Design block_move, sky130hd; sources not shown.
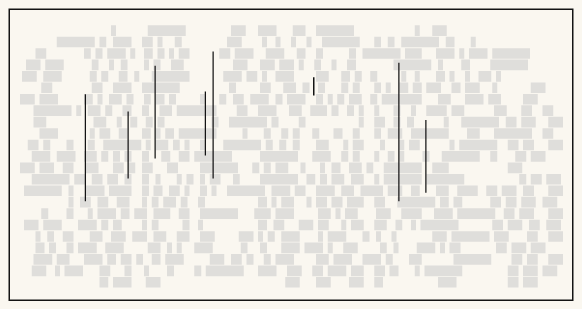
Run 1: metal 4
Cells faint in the background.
main direction: vertical
nets with wire on the layer: 7
longest straight run: 32.6 um
final WL: 10.7 mm
vias: 3463

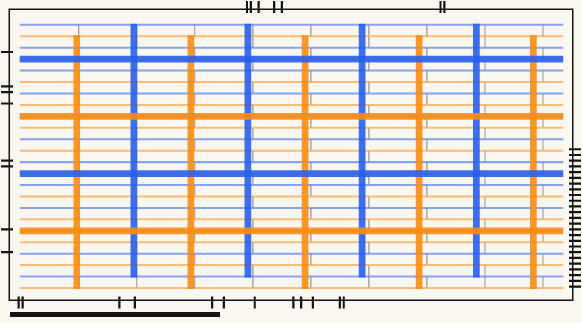
Run 1: PDN straps and rails
The bar under the picture is 50 um long. Pins as bars on the die edge. Tap cells in gray.
legend:
  orange:
    net: VSS
  blue:
    net: VDD
met5 straps: 4
met1 rails: 24
width of the chip: 134 um
Core Area: 8090 um^2
peak supply drop: 249 uV
Die Y: 68.8 um

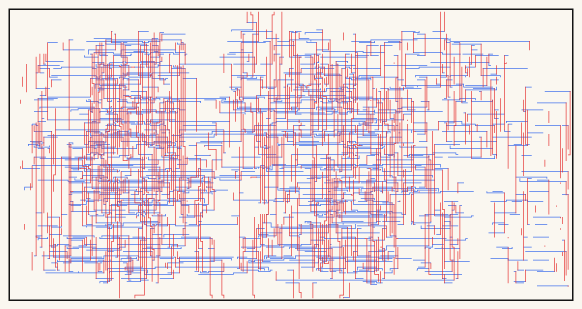
Run 1: metal layers overlaid
Only two layers are drawn.
legend:
  blue:
    layer: metal 1
    wire_length: 4810 um
  red:
    layer: metal 2
    wire_length: 5120 um
Wirelength per Cell: 18.1 um
Total GRT Usage: 24.5%

==> impl_metrics.tcl, run 1 <==
# implementation run metrics
set metrics [dict create \
    syn-mean-instance-area_um2 8.46 \
    async_flop_share_pct 100 \
    area_leaders "dfrtp_1, ha_1, a21oi_1, buf_4, xnor2_1" \
    area_delta_synth_final_pct 22.6 \
    drive_gt1_share_pct 13.0 \
    worst_setup_path_end_kind "flip-flop" \
    drc 0 \
    finalClockPeriodUsage_pct 96.0 \
    worstPathRequired_ps 3470 \
    critical_path_class "flip-flop to flip-flop" \
    warning_count 41 \
    fin_setup_tns_ps 0 \
    syn_nets 489 \
    ys_sh_xor_pct 4.72 \
    edf_count 0 \
    place_hpwl_mm 8.22 \
    slew_viol_final 0 \
    fin_util_pct 53.5 \
    fillers 955 \
    yosysWarnings 0 \
    status "finished clean" \
    ys_sh_adder_pct 16.2 \
    r2r_slack_ps 140 \
    place_inst 578 \
    instances_no_fill 588 \
    antenna_left 0 \
    p_per_area_nw_per_um2 603 \
    top_logic_kind "AND-OR/OR-AND gates" \
    cp_max_fo 10 \
    maxSlewHeadroom_pct 42.2 \
    cts_max_path_buffers 2 \
    grt_max_degree 37 \
    ys_ff 36 \
    setup_viol_count_final 0 \
    grt_pass1_vias 3544 \
    synthAoiAreaFrac_pct 23.8 \
    max_freq_ghz 0.298 \
    start_kind "flip-flop" \
    synth_cell_types 68 \
    htreeDepth 2 \
    r2r_cells 11 \
    final_cell_area_um2 4330 \
    globalplace.congestion 0.901 \
    fin_hold_ws_ps 285 \
    post_dp_cell_area_um2 4150 \
    simple_gate_share_pct 17.8 \
    rows 23 \
    n_antenna_cell 0 \
    insertion_delay_ps 290 \
    ys_cells 417 \
    fp-utilization_pct 43.6 \
    cts_root_buf "clkbuf_16" \
    largest_area_cell "dfrtp_1" \
    yosysTopAreaCellShare_pct 24.1 \
    ios 52 \
    drt_pass1_iterations 4 \
    overflow 0 \
    antenna_found_initial 0 \
    power_leakage_uw 0.00187 \
    grt_pass1_wl_mm 17.7 \
    clk_pin_slew_ps 50 \
    ys_chip_area_um2 3530 \
    clock-sinks 36 \
    nets 547 \
    holdBufCountCts 0 \
    hold_viol_final 0 \
    hold_path.class "flip-flop to flip-flop" \
    dieArea_um2 9190 \
    cts_tree "yes" \
    hold_depth 1 \
    crit_arrival_ps 3330 \
    synth.area.mux_share_pct 0.603 \
    place.port_buffers 49 \
    grt_setup_unrepaired "false" \
    netlist_area_um2 3530 \
    cts_inserted_buffers 5 \
    layout_min_cycle_time_ps 3360 \
    synthCells 417 \
    drt-initial-drc-count 124 \
    drt-vias-per-instance 5.89 \
    maxCapViolCount 0 \
    synthFlopType "dfrtp_1" \
    ys_seq_share_pct 25.6 \
    worstMarginPinSlew_ps 867 \
]
==> run 1: cell type report <==
class	instances	area [um^2]	area share (%)
Buffer	44	294	6.80
Clock buffer	7	133	3.07
Clock inverter	1	5.00	0.116
Inverter	27	101	2.34
Multi-Input combinational cell	310	2250	52.0
Sequential cell	36	903	20.9
Tap cell	112	140	3.24
Timing Repair Buffer	51	500	11.6
==> run 1: routing by layer <==
metal  routed length, um  GRT usage (%)  part of all wire [%]
met1                4810           29.9                    45
met2                5120           44.8                    48
met3                 561           4.97                   5.3
met4                 161           8.24                   1.5
met5                   0              0                     0
==> run 1: worst max-delay path, stage by stage (launching register included) <==
cell	delay, ps
dfrtp_1	450
clkbuf_2	270
inv_1	140
ha_1	350
or2b_2	300
or4_1	390
a22o_1	220
o211a_2	170
and2_4	160
buf_6	130
a22o_1	240
a22o_1	220
==> run 1: cell usage in the layout, fill, tap and decap left out, drive strengths merged, types with 5 or more instances in the layout <==
master and n:
o21a 6, buf 33, nor3 16, o21ai 25, ha 45, clkbuf 21, nand2b 5, nor2 21
dfrtp 34, and2 6, nand3 17, nand2 20, xnor2 16, nor4 7, inv 27, nand4 7
a21oi 32, a211oi 8, o211ai 8, clkdlybuf4s50 48
==> run 1: where the power goes <==
| group | internal, uW | switching [uW] |
|---|---|---|
| Clock | 263 | 179 |
| Combinational | 581 | 903 |
| Sequential | 542 | 143 |
| Total | 1390 | 1220 |
==> run 1: metrics by stage <==
| step | power, uW | setup WS, ps |
|---|---|---|
| after floorplan | 1700 | 393 |
| after global placement | 2030 | 41.1 |
| after detailed placement | 2130 | 0.292 |
| after CTS | 2590 | 164 |
| after global routing | 2830 | 10.5 |
| final | 2610 | 141 |
==> run 1: cell families (layout without fill, tap and decap cells) <==
| group | after synthesis | in the layout |
|---|---|---|
| AND-OR/OR-AND | 124 | 124 |
| AND/OR/NAND/NOR | 119 | 119 |
| buffers and inverters | 71 | 130 |
| adder cells (fa/ha/maj) | 46 | 46 |
| flip-flops | 36 | 36 |
| XOR/XNOR | 19 | 19 |
| multiplexers | 2 | 2 |
==> run 1: repair_timing <==
item,4_1_cts,5_1_grt
resized,1,3
gates cloned,0,0
setup endpoints to repair,2,6
setup buffers,0,2
pin swaps,0,1
==> run 1: synth_stat cells, drive strengths merged (8+ instances only) <==
cell and number:
ha 45, nor3 16, nand2 20, xnor2 16, inv 27, buf 30
a21oi 32, a211oi 8, nand3 17, o211ai 8, nor2 21, dfrtp 34
clkbuf 14, o21ai 25
==> run 2, diff against run 1 <==
--- a/config.mk
+++ b/config.mk
@@ -12,7 +12,6 @@
 export CORE_MARGIN = 2
 export CORE_UTILIZATION = 42
 export DETAILED_ROUTE_END_ITERATION = 10
-export GPL_TIMING_DRIVEN = 0
 export PLACE_DENSITY_LB_ADDON = 0.1
 export SYNTH_ARGS = -nofsm -noshare
 export SYNTH_HDL_FRONTEND = slang
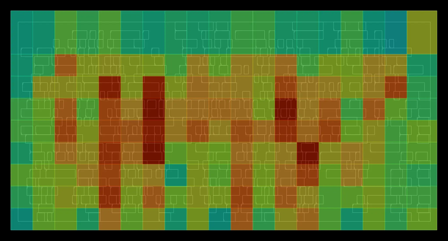
Run 2: routing congestion map
grt met1 use: 28.6%
Wirelength per Cell: 18.2 um
most used routing layer: met2
met3 usage: 4.97%
final core occ: 51.0%

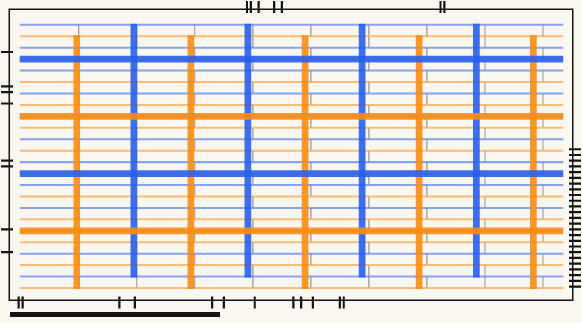
Run 2: PDN straps and rails
The bar under the picture is 50 um long. Pins as bars on the die edge. Tap cells in gray.
peak supply drop: 251 uV

==> run 2 against run 1 <==
- global-route usage is 0.87 points lower
- core utilization fell by 2.6 points
- critical path depth decreased by 1
- clock-buffer cell count shrank 1
- clock power up 17%
- sequential power rose by 13%
- via count decreased by 7.0%
- final area fell by 4.8%
- first-iteration DRC count rose by 11%
- sequential share of layout area rose by 1.0 points
- fmax increased by 5.1%
- combinational power decreased by about 10%
- critical endpoint is now y_pos[9]$_DFFE_PN0P_
- largest power group unchanged
==> impl_metrics.tcl, run 2 <==
# implementation run metrics
set metrics [dict create \
    synthFlopType "dfrtp_1" \
    edf_count 0 \
    overflow 0 \
    ys_sh_adder_pct 16.2 \
    fp.dieW_um 134 \
    hold_viol_final 0 \
    drive_gt1_share_pct 7.69 \
    async_flop_share_pct 100 \
    antenna_left 0 \
    fin_setup_tns_ps 0 \
    ys_cells 417 \
    area_leaders "dfrtp_1, ha_1, a21oi_1, buf_4, xnor2_1" \
    grtUsageTotal_pct 23.7 \
    switchingPower_uw 1170 \
    critical_path_class "flip-flop to flip-flop" \
    ys_ff 36 \
    maxSlewHeadroom_pct 44.4 \
    start_kind "flip-flop" \
    finalClockPeriodUsage_pct 91.3 \
    ios 52 \
    fillers 961 \
    simple_gate_share_pct 17.8 \
    cts_root_buf "clkbuf_16" \
    warning_count 41 \
    largest_area_cell "dfrtp_1" \
    synthAoiAreaFrac_pct 23.8 \
    clk_pin_slew_ps 60 \
    place_hpwl_mm 7.89 \
    setup_viol_count_final 0 \
    slew_viol_final 0 \
    post_cts_buffers 0 \
    drc 0 \
    dieArea_um2 9190 \
    route.vias.total 3220 \
    grt_pass1_vias 3311 \
    synthCells 417 \
    wirelength_mm 10.1 \
    grt_max_degree 37 \
    seqCellArea_um2 903 \
    synth_cell_types 68 \
    top_logic_kind "AND-OR/OR-AND gates" \
    yosysWarnings 0 \
    nets 513 \
    grt_setup_unrepaired "false" \
    worstPathRequired_ps 3510 \
    worstMarginPinSlew_ps 834 \
    netlist_area_um2 3530 \
    holdBufCountCts 0 \
    ys_seq_share_pct 25.6 \
    yosysTopAreaCellShare_pct 24.1 \
    place.port_buffers 49 \
    p_per_area_nw_per_um2 630 \
    fp.dieH_um 68.8 \
    mostFrequentLayoutCell "clkdlybuf4s50_1" \
    maxCapViolCount 0 \
    n_antenna_cell 0 \
    htreeDepth 2 \
    globalplace.congestion 0.881 \
    cts_inserted_buffers 5 \
    cp_max_fo 12 \
    insertion_delay_ps 290 \
    drt-initial-drc-count 138 \
    rows 23 \
    clockPowerShare_pct 20.0 \
    final_cell_mix "clkdlybuf4s50_1, ha_1, dfrtp_1" \
    status "finished clean" \
    mi_logic_area_um2 2230 \
    power_leakage_uw 0.00173 \
]
==> run 2: power by group through the flow <==
stage               Combinational (uW)  Clock, uW  Sequential, uW
floorplan                         1050          0             643
CTS                               1300        530             774
global placement                  1220          0             769
detailed placement                1290          0             780
global route                      1480        548             810
finish                            1300        518             777
==> run 2: metal layers <==
layer	part of all wire, %	GRT usage, %	vias up	wire, um
li1	-	-	1551	-
met1	45	28.6	1591	4560
met2	50	43.8	64	4980
met3	3.8	4.97	14	386
met4	1.3	7.31	0	131
met5	0	0	-	0
==> run 2: logic make-up (layout without fill, tap and decap cells) <==
kind of cell               count (synthesis)  after routing
AOI/OAI and AO/OA                        124            124
xor gates and xnor gates                  19             19
adders and majority gates                 46             46
buffers and inverters                     71             96
DFF                                       36             36
muxes                                      2              2
and+or+nand+nor                          119            119
==> run 2: critical path, cell delays in order, from the launching register on <==
cell and delay [ps]:
dfrtp_1 560, inv_1 190, ha_1 350, inv_1 70
nor4_1 420, o221a_2 270, o21ai_1 120, a311oi_2 330
buf_4 270, o21ai_0 120, a41oi_1 220
==> run 2: area by class of cell <==
class	instances	area share, %
sequential	36	21.9
timing repair buffer	61	14.1
inverter	27	2.46
clock inverter	2	0.850
tap	112	3.40
clock buffer	6	3.13
multi-input combinational	310	54.1
==> run 2: metrics by stage <==
step,setup slack (ps),power (uW),cells,cell area (um^2),hold slack [ps]
floorplan,393,1700,417,3530,204
global placement,393,1990,546,3960,259
detailed placement,348,2070,546,3960,283
CTS,311,2610,554,4120,292
global route,74.3,2830,554,4120,305
finish,304,2590,554,4120,289
Power and IR drop assume default switching activity.
